**src/rtl/l2_burst_responder_pkg.sv**
```systemverilog
// Shared types and constants for the L2 line-to-burst responder.
// Imported by the interface, the line buffer and the top-level FSM.
package l2_burst_pkg;

    localparam int LINE_WIDTH = 256;
    localparam int BEAT_WIDTH = 64;
    localparam int BEATS      = LINE_WIDTH / BEAT_WIDTH;
    localparam int BEAT_IDX_W = $clog2(BEATS);

    typedef logic [BEAT_IDX_W-1:0] beat_idx_t;

    typedef enum logic [1:0] {
        IDLE,
        READ,
        WRITE,
        RESP
    } state_t;

    // A line is 32 bytes, so the burst base simply clears the byte offset.
    function automatic logic [31:0] line_base(input logic [31:0] addr);
        return addr & ~32'h0000_001F;
    endfunction

endpackage

```
**src/rtl/l2_burst_responder_if.sv**
```systemverilog
// Line-request side and burst-memory side of the responder, bundled together.
// slave: the responder itself; master: the arbiter plus memory model around it.
interface l2_burst_responder_if #(
    parameter int LINE_WIDTH = l2_burst_pkg::LINE_WIDTH,
    parameter int BEAT_WIDTH = l2_burst_pkg::BEAT_WIDTH
);

    logic                  line_read;
    logic                  line_write;
    logic [31:0]           line_addr;
    logic [LINE_WIDTH-1:0] line_wdata;
    logic                  line_resp;
    logic [LINE_WIDTH-1:0] line_rdata;

    logic                  mem_read;
    logic                  mem_write;
    logic [31:0]           mem_addr;
    logic [BEAT_WIDTH-1:0] mem_wdata;
    logic [BEAT_WIDTH-1:0] mem_rdata;
    logic                  mem_resp;

    modport slave (
        input  line_read, line_write, line_addr, line_wdata,
        output line_resp, line_rdata,
        output mem_read, mem_write, mem_addr, mem_wdata,
        input  mem_rdata, mem_resp
    );

    modport master (
        output line_read, line_write, line_addr, line_wdata,
        input  line_resp, line_rdata,
        input  mem_read, mem_write, mem_addr, mem_wdata,
        output mem_rdata, mem_resp
    );

endinterface

```
**src/rtl/l2_burst_responder_line_beat_buffer.sv**
```systemverilog
// One cache line of storage, loadable whole or one beat at a time,
// with a beat-select read port for streaming write bursts out.
module line_beat_buffer #(
    parameter int LINE_WIDTH = l2_burst_pkg::LINE_WIDTH,
    parameter int BEAT_WIDTH = l2_burst_pkg::BEAT_WIDTH
) (
    input  logic                                     clk,
    input  logic                                     rst,
    input  logic                                     load,
    input  logic [LINE_WIDTH-1:0]                    load_data,
    input  logic                                     beat_we,
    input  logic [$clog2(LINE_WIDTH/BEAT_WIDTH)-1:0] beat_idx,
    input  logic [BEAT_WIDTH-1:0]                    beat_wdata,
    output logic [LINE_WIDTH-1:0]                    line_q,
    output logic [BEAT_WIDTH-1:0]                    beat_q
);

    // NOTE: this storage is reset on purpose; line_rdata and mem_wdata are
    // read straight from it and must come up as zero, so it is not left
    // uninitialised the way a plain data array would be.
    always_ff @(posedge clk) begin
        if (rst) begin
            line_q <= '0;
        end else if (load) begin
            line_q <= load_data;
        end else if (beat_we) begin
            line_q[int'(beat_idx)*BEAT_WIDTH +: BEAT_WIDTH] <= beat_wdata;
        end
    end

    assign beat_q = line_q[int'(beat_idx)*BEAT_WIDTH +: BEAT_WIDTH];

endmodule

```
**src/rtl/l2_burst_responder.sv**
```systemverilog
// Serves one full-line read or write as a fixed four-beat burst on the
// physical-memory port; a single outstanding request at a time.
module l2_burst_responder #(
    parameter int LINE_WIDTH = l2_burst_pkg::LINE_WIDTH,
    parameter int BEAT_WIDTH = l2_burst_pkg::BEAT_WIDTH
) (
    input logic                 clk,
    input logic                 rst,
    l2_burst_responder_if.slave bus
);

    import l2_burst_pkg::*;

    localparam int                  IDX_W     = $clog2(LINE_WIDTH / BEAT_WIDTH);
    localparam logic [IDX_W-1:0]    LAST_BEAT = IDX_W'(LINE_WIDTH / BEAT_WIDTH - 1);

    state_t            state;
    logic [IDX_W-1:0]  k;
    logic              line_resp_q;
    logic              mem_read_q;
    logic              mem_write_q;
    logic [31:0]       mem_addr_q;

    logic                  buf_load;
    logic                  buf_beat_we;
    logic [LINE_WIDTH-1:0] buf_line;
    logic [BEAT_WIDTH-1:0] buf_beat;

    // Write data is captured only on the IDLE exit; later changes are ignored.
    assign buf_load    = (state == IDLE) && bus.line_write;
    assign buf_beat_we = (state == READ) && bus.mem_resp;

    line_beat_buffer #(
        .LINE_WIDTH (LINE_WIDTH),
        .BEAT_WIDTH (BEAT_WIDTH)
    ) u_line_buf (
        .clk        (clk),
        .rst        (rst),
        .load       (buf_load),
        .load_data  (bus.line_wdata),
        .beat_we    (buf_beat_we),
        .beat_idx   (k),
        .beat_wdata (bus.mem_rdata),
        .line_q     (buf_line),
        .beat_q     (buf_beat)
    );

    // NOTE: every register below is updated with <= so all of them see the
    // pre-edge values of state and k; blocking updates here would let the
    // counter and state race each other within the same edge.
    always_ff @(posedge clk) begin
        if (rst) begin
            state       <= IDLE;
            k           <= '0;
            line_resp_q <= 1'b0;
            mem_read_q  <= 1'b0;
            mem_write_q <= 1'b0;
            mem_addr_q  <= '0;
        end else begin
            case (state)
                IDLE: begin
                    if (bus.line_write || bus.line_read) begin
                        mem_addr_q <= line_base(bus.line_addr);
                        k          <= '0;
                        if (bus.line_write) begin
                            state       <= WRITE;
                            mem_write_q <= 1'b1;
                        end else begin
                            state      <= READ;
                            mem_read_q <= 1'b1;
                        end
                    end
                end
                READ, WRITE: begin
                    if (bus.mem_resp) begin
                        // k holds at the last beat; it is only cleared on the next IDLE exit.
                        if (k == LAST_BEAT) begin
                            state       <= RESP;
                            mem_read_q  <= 1'b0;
                            mem_write_q <= 1'b0;
                            line_resp_q <= 1'b1;
                        end else begin
                            k <= k + 1'b1;
                        end
                    end
                end
                RESP: begin
                    line_resp_q <= 1'b0;
                    state       <= IDLE;
                end
                default: begin
                    state <= IDLE;
                end
            endcase
        end
    end

    assign bus.line_resp  = line_resp_q;
    assign bus.line_rdata = buf_line;
    assign bus.mem_read   = mem_read_q;
    assign bus.mem_write  = mem_write_q;
    assign bus.mem_addr   = mem_addr_q;
    assign bus.mem_wdata  = buf_beat;

endmodule

```
**src/flat_wrapper.sv**
```systemverilog
// flat-port wrapper written by rule: the top's interface ports become plain ports
module l2_burst_responder_flat import l2_burst_pkg::*;
#(
    parameter int LINE_WIDTH = l2_burst_pkg::LINE_WIDTH,
    parameter int BEAT_WIDTH = l2_burst_pkg::BEAT_WIDTH
)
  (clk, rst, bus_line_read, bus_line_write, bus_line_addr, bus_line_wdata, bus_line_resp, bus_line_rdata, bus_mem_read, bus_mem_write, bus_mem_addr, bus_mem_wdata, bus_mem_rdata, bus_mem_resp);
  l2_burst_responder_if #(.LINE_WIDTH(LINE_WIDTH), .BEAT_WIDTH(BEAT_WIDTH)) bus_i ();
  input logic clk;
  input logic rst;
  input wire logic [$bits(bus_i.line_read)-1:0] bus_line_read;
  input wire logic [$bits(bus_i.line_write)-1:0] bus_line_write;
  input wire logic [$bits(bus_i.line_addr)-1:0] bus_line_addr;
  input wire logic [$bits(bus_i.line_wdata)-1:0] bus_line_wdata;
  output wire logic [$bits(bus_i.line_resp)-1:0] bus_line_resp;
  output wire logic [$bits(bus_i.line_rdata)-1:0] bus_line_rdata;
  output wire logic [$bits(bus_i.mem_read)-1:0] bus_mem_read;
  output wire logic [$bits(bus_i.mem_write)-1:0] bus_mem_write;
  output wire logic [$bits(bus_i.mem_addr)-1:0] bus_mem_addr;
  output wire logic [$bits(bus_i.mem_wdata)-1:0] bus_mem_wdata;
  input wire logic [$bits(bus_i.mem_rdata)-1:0] bus_mem_rdata;
  input wire logic [$bits(bus_i.mem_resp)-1:0] bus_mem_resp;
  assign bus_i.line_read = bus_line_read;
  assign bus_i.line_write = bus_line_write;
  assign bus_i.line_addr = bus_line_addr;
  assign bus_i.line_wdata = bus_line_wdata;
  assign bus_line_resp = bus_i.line_resp;
  assign bus_line_rdata = bus_i.line_rdata;
  assign bus_mem_read = bus_i.mem_read;
  assign bus_mem_write = bus_i.mem_write;
  assign bus_mem_addr = bus_i.mem_addr;
  assign bus_mem_wdata = bus_i.mem_wdata;
  assign bus_i.mem_rdata = bus_mem_rdata;
  assign bus_i.mem_resp = bus_mem_resp;
  l2_burst_responder #(.LINE_WIDTH(LINE_WIDTH), .BEAT_WIDTH(BEAT_WIDTH)) u_core (.clk(clk), .rst(rst), .bus(bus_i));
endmodule
```
**config.mk**
```make
export PLATFORM = sky130hd
export DESIGN_NAME = l2_burst_responder_flat
export DESIGN_NICKNAME = d
export VERILOG_FILES = /design/src/rtl/l2_burst_responder_pkg.sv /design/src/rtl/l2_burst_responder_if.sv /design/src/rtl/l2_burst_responder_line_beat_buffer.sv /design/src/rtl/l2_burst_responder.sv /design/src/flat_wrapper.sv
export SDC_FILE = /design/constraint.sdc
export NUM_CORES = 1
export LEC_CHECK = 0
export ABC_CLOCK_PERIOD_IN_PS = 3970
export CORE_AREA = 2 2 278 280
export CTS_BUF_LIST = sky130_fd_sc_hd__clkbuf_4 sky130_fd_sc_hd__clkbuf_8
export DETAILED_ROUTE_END_ITERATION = 7
export DIE_AREA = 0 0 280 282
export HOLD_SLACK_MARGIN = 0.05
export PLACE_DENSITY = 0.5
export REMOVE_ABC_BUFFERS = 1
export SYNTH_ARGS = -nofsm -noshare
export SYNTH_HDL_FRONTEND = slang
export SYNTH_HIERARCHICAL = 1
export SYNTH_SLANG_ARGS = --single-unit
```
**constraint.sdc**
```tcl
create_clock -name clk -period 3.97 [get_ports clk]
set_input_delay 0.794 -clock clk [delete_from_list [all_inputs] [get_ports clk]]
set_output_delay 0.794 -clock clk [all_outputs]
set_load 0.02 [all_outputs]
```
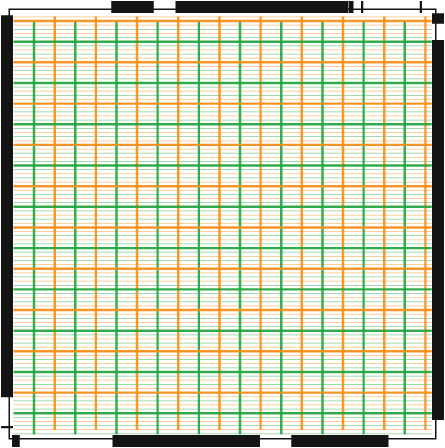
(supply network)
Pins as bars on the die edge.
| color | net |
|---|---|
| green | VSS |
| orange | VDD |
met5 straps: 20
met1 rails: 102
met4 straps: 20
rows: 101
signal pins: 712

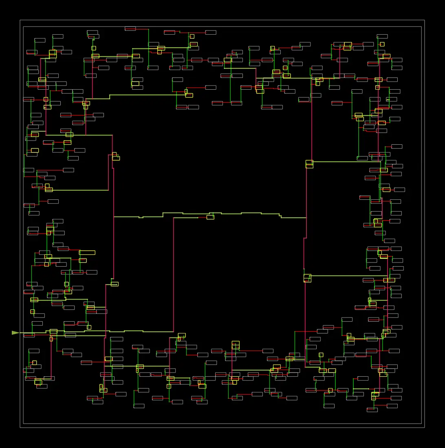
(clock wiring as the flow saved it)
CLK BUF: 96
clock sinks: 290
Power Clock: 0.00329 W

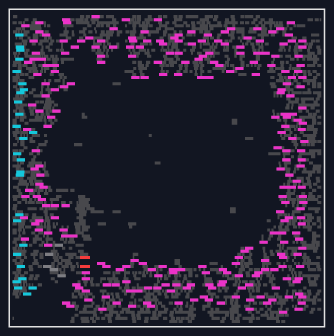
(register map, names as in the netlist)
| color | name in the netlist | flops |
|---|---|---|
| red | `u_core/k` | 2 |
| magenta | `u_core/u_line_buf/line_q` | 256 |
| cyan | `u_core/bus.mem_addr` | 27 |
sequential power: 0.00412 W
Reg area: 5810 um^2
Seq/total area: 25.4%

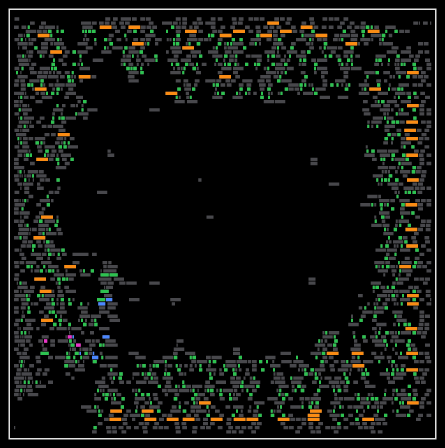
(logic cells by family)
| color | family | cells |
|---|---|---|
| orange | mux cells | 64 |
| green | aoi and oai cells | 559 |
| blue | nor cells | 7 |
| magenta | non-inverting ao/oa cells | 3 |
fraction of area in multi-input gates: 30.3%
Commonest Layout Cell: clkdlybuf4s50_1

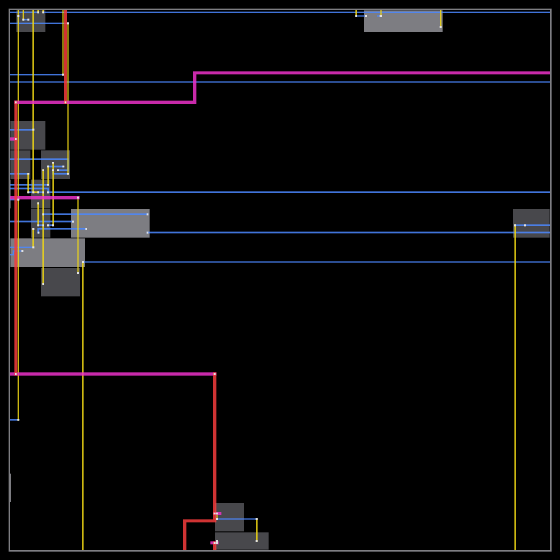
(close-up of the layout)
Window x 45 to 95, y 186 to 236 um. Cells in gray, sequential cells in the stronger gray; small squares are vias.
| color | layer |
|---|---|
| magenta | metal 3 |
| red | metal 4 |
| blue | metal 1 |
| yellow | metal 2 |
most frequent: dfxtp_1 (3), clkbuf_8 (2)
netlist names of flops here include: `u_core/u_line_buf/line_q` (3)
cells with their middle in the window: 12
sequential cells in the window: 3

## state kept, by name, indices dropped and copies added, names as in the netlist
name / count
u_core/bus.line_resp: 1
u_core/state: 2
u_core/bus.mem_write: 1
u_core/k: 2
u_core/bus.mem_addr: 27
u_core/bus.mem_read: 1
u_core/u_line_buf/line_q: 256
## worst max-delay path, delay by kind of cell, from the launching register on
family   cells  cell delay, ps
buf+inv      2             830
mux          1             590
flops        1             890
## power by group
group          total, W  switching, W  internal [W]  leakage [nW]
Sequential      0.00412      0.000619       0.00350          2.38
Clock           0.00329       0.00141       0.00188         0.655
Combinational   0.00638       0.00359       0.00279          4.42
Total            0.0138       0.00562       0.00817          7.46
## cells in the final DEF, fill, tap and decap left out, drive strengths merged, types with 3 or more instances in the layout
cell type,n
and4bb,3
buf,51
conb,5
nand4,64
a22oi,256
clkbuf,96
clkinv,7
ha,10
nand3,193
inv,6
clkdlybuf4s50,700
nor2,3
a311oi,3
a21oi,292
nand2,57
dfxtp,290
mux4,64
a31oi,3
## cell type report
class                      count  area (um^2)
clock buffer                  96         1150
tap                          978         1220
fill                        7935        52800
clock inverter                10         76.3
sequential                   290         5810
multi-input combinational    975         6920
timing repair buffer         751         7670
inverter                       6         22.5
## per-stage QoR
step | utilization (%) | instance area, um^2 | setup TNS, ps
floorplan | - | 12700 | -1146440
global placement | 28.6 | 21700 | 0
detailed placement | 28.6 | 21700 | 0
CTS | 30.2 | 22900 | 0
global route | 30.2 | 22900 | 0
finish | 30.2 | 22900 | 0
## layer usage
| metal | part of all wire, % | wire length [um] |
|---|---|---|
| met1 | 39 | 28200 |
| met2 | 49 | 36000 |
| met3 | 9.1 | 6620 |
| met4 | 3.1 | 2250 |
| met5 | 0.015 | 11 |
==> impl_metrics.env <==
# yosys + openroad results
export IMPL_die_h_um=282
export IMPL_slew_viol_final=0
export IMPL_core_um2=75700
export IMPL_route_antenna_remaining_nets=0
export IMPL_clockBufferDepth=3
export IMPL_hold_start="u_core/bus.mem_addr[30]"
export IMPL_io_buffers=701
export IMPL_critPathMaxStageDelay_ps=890
export IMPL_clk_latency_ps=640
export IMPL_hpwlAfterDp_mm=50.2
export IMPL_endpoint_kind="output pin"
export IMPL_compound_area_share_pct=25.9
export IMPL_wirelength_mm=73.1
export IMPL_fin_ws_ps=165
export IMPL_critPathKind="register to output pin"
export IMPL_syn2layout_area_growth_pct=67.0
export IMPL_overflow=0
export IMPL_cp_slowest_cell="dfxtp_4"
export IMPL_r2r_end="u_core/u_line_buf/line_q[20]"
export IMPL_min_path_cells=2
export IMPL_ys_sh_mux_pct=10.5
export IMPL_instances_no_fill=3106
export IMPL_r2r_slack_ps=890
export IMPL_synth_area_per_cell_um2=9.50
export IMPL_hold_end="u_core/bus.mem_addr[30]"
export IMPL_status="complete, no violations"
export IMPL_warnings=41
export IMPL_die_w_um=280
export IMPL_finalClockPeriodUsage_pct=95.8
export IMPL_whs_ps=460
export IMPL_irDropWorstVdd_mv=0.334
export IMPL_routabilityCongestion=0.816
export IMPL_flop_cell="dfxtp_1"
export IMPL_grt_busiest_layer="met2"
export IMPL_dp_cells=3000
export IMPL_worstPathCellList="buf_12 > mux4_2 > clkdlybuf4s50_1"
export IMPL_drtIter0Drc=1256
export IMPL_nNetsFinal=2448
export IMPL_drive_above_1_share_pct=11.2
export IMPL_ys_top_cells_by_count="dfxtp_1 (290), a21oi_1 (288), a22oi_1 (256)"
export IMPL_synth_top_area_share_pct=42.4
Power is estimated from default activity; no workload was simulated.
